==> config.mk <==
export PLATFORM = sky130hd
export DESIGN_NAME = i2s_tx_stereo
export DESIGN_NICKNAME = d
export VERILOG_FILES = /design/src/rtl/i2s_pkg.sv /design/src/rtl/i2s_frame_fifo.sv /design/src/rtl/i2s_tx_stereo.sv
export SDC_FILE = /design/constraint.sdc
export NUM_CORES = 1
export LEC_CHECK = 0
export CAP_MARGIN = 20
export CORE_MARGIN = 5
export CORE_UTILIZATION = 40
export DETAILED_ROUTE_END_ITERATION = 12
export PLACE_DENSITY = 0.53
export SYNTH_ARGS = -nofsm -noshare
export SYNTH_HDL_FRONTEND = slang
export SYNTH_HIERARCHICAL = 1
export SYNTH_SLANG_ARGS = --single-unit
==> constraint.sdc <==
create_clock -name clk_in -period 3.5 [get_ports clk_in]
set_clock_uncertainty 0.15 [all_clocks]
set_input_delay 0.7 -clock clk_in [delete_from_list [all_inputs] [get_ports clk_in]]
set_output_delay 0.7 -clock clk_in [all_outputs]
set_load 0.005 [all_outputs]
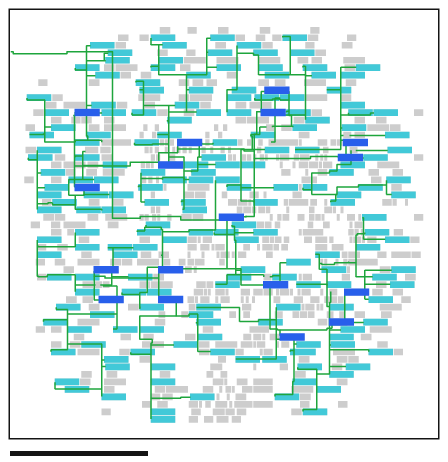
clock_map.png
The bar under the picture is 50 um long.
- clock wires: green (length 2,240 um)
- flip-flops: cyan (count 182)
- cells driving clock nets: blue (count 17)
- routed clock nets: 18
- flops lie: spread over the die
Clock power frac: 23.5%
Clock group: 0.00202 W
later-pin clock latency in the skew report: 430 ps

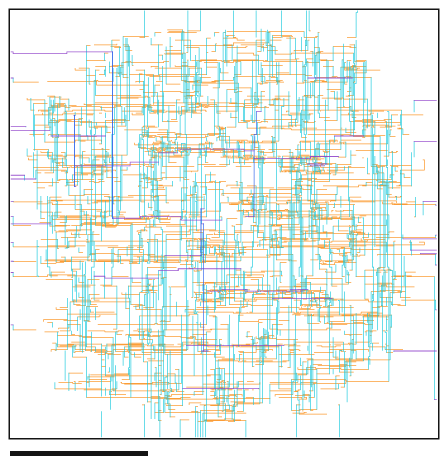
metal_stack.png
The bar under the picture is 50 um long.
- met1: orange (wire length 8,560 um)
- met3: purple (wire length 557 um)
- met2: cyan (wire length 8,800 um)
- met4: blue (wire length 189 um)
GRT Total Usage: 15.9%
drt total wl: 18.1 mm

==> results.txt <==
run results: Crit Path Class=reg2reg, Final nets=710, grt peak-use layer=met2, Die Width=approximately 160 um, Synthesis Warnings=6, Hold Crit Class=in2async, floorplan core density=40.5%, routing usage on met1=between 20% and 30%, critical path data arrival time=3310 ps, DP Wirelength=11.7 mm, count of final setup violators=0, NetSw=about 0.0026 W, Dominant flop cell=dfrtp_1, mean area per synthesized cell=13.8 sq um, Max Fclk=322 MHz, number of cells in Yosys stat=613, vias in the first global route=roughly 5,500, standard-cell rows=53, syn_nets=660, max cap viols=0, pin count of the biggest net entering global routing=roughly 85, biggest area cells=dfrtp_1 54%, mux2_2 17%, mux4_2 8.5%, mux2i_1 2.5%, nand3_1 2.5%, status=completed, Via-to-Cell Ratio=5.25, Yosys cell types=38, RSZ-0062 raised after global routing=no, biggest area consumer among synthesized cells=dfrtp_1, post-cts resize count=0, first drt pass iteration count=4, pwr dens=just under 900 nW/um^2, DIE AREA=24,200 sq um, cells after synthesis=613, reg2reg path depth=13, initial antenna violation count=0, fraction of layout cells with a size suffix above 1=33.9%, I/O pins=46, Relative slew margins=between 40% and 50%, core area=approximately 21,000 sq um, slew of the pin with the lowest slew margin=about 810 ps, H-tree Lvls=4, port bufs=45, Tool Warnings=30, CTS tree=yes, Final Hold Vio Count=0, Setup Fix Bufs, Post-CTS=0, vias post-DR=between 4,000 and 5,000
## area by class of cell
cell class | instances | area (sq um) | share of cell area (%)
Sequential cell | 182 | 4560 | 46.0
Multi-Input combinational cell | 385 | 3670 | 37.1
Timing Repair Buffer | 67 | 667 | 6.74
Clock buffer | 18 | 439 | 4.44
Tap cell | 275 | 344 | 3.48
Clock inverter | 14 | 185 | 1.87
Inverter | 10 | 37.5 | 0.379
## placed cells by master, fill, tap and decap left out, types with 4 or more instances in the layout
cell,n
a221o_1,17
clkbuf_16,17
mux4_2,32
xnor2_1,8
mux2_2,130
nor2_4,4
dfrtp_1,181
xor2_1,4
buf_4,18
clkdlybuf4s50_1,44
nand2_1,41
nand2b_1,11
nor2_1,30
mux2i_1,21
ha_1,8
inv_1,10
inv_6,6
buf_12,4
nand3_1,42
or2b_1,11
## worst max-delay path, stage by stage, from the launching register on
cell     delay, ps
dfrtp_1        370
ha_1           190
and3_1         210
ha_1           220
nand4_4        150
o21a_1         230
nor2_1         210
o31a_1         240
ha_1           210
inv_1           70
fa_1           370
xor2_1         150
nor2_1         110
xor2_1         150
## through the flow
stage               std cells  hold WS (ps)  instance area, sq um  setup WS (ps)  utilization (%)
floorplan                 613           254                  8480            650                -
global placement          919           293                  9270            515             44.3
global route              951           216                  9900            167             47.2
CTS                       951           197                  9900            355             47.2
detailed placement        919           308                  9270            382             44.3
finish                    951           156                  9900            396             47.2
## logic make-up after synthesis
family | count (synthesis) | synth area share [%]
flops | 182 | 53.7
fa+ha+maj | 9 | 1.42
buf+inv | 46 | 3.50
xor+xnor | 12 | 1.24
compound gates | 27 | 2.82
mux | 183 | 28.2
simple gates | 154 | 9.10
## Yosys cell counts (all sizes together), types with 2 or more instances
cell type  count
clkbuf         9
or2b          11
mux4          32
nand2b        11
buf           27
mux2         130
a21oi          2
nand2         41
nor2          36
a221o         17
nor2b          2
ha             8
and3           2
dfrtp        182
nor3           3
mux2i         21
nand3         42
o21ai          2
xnor2          8
xor2           4
inv           10
## metal layers
metal / wire, um / vias up / share of wire, %
li1: - / 2314 / -
met1: 8560 / 2593 / 47
met2: 8800 / 73 / 49
met3: 557 / 13 / 3.1
met4: 188 / 0 / 1.0
met5: 0 / - / 0
## power groups by stage
stage | Clock [W] | Sequential, W | Combinational, W
6_report | 0.00202 | 0.00358 | 0.00301
3_5_place_dp | 0 | 0.00363 | 0.00308
3_3_place_gp | 0 | 0.00355 | 0.00299
5_1_grt | 0.00218 | 0.00370 | 0.00328
4_1_cts | 0.00209 | 0.00359 | 0.00309
2_1_floorplan | 0 | 0.00338 | 0.00243
Power is estimated from default activity; no workload was simulated.
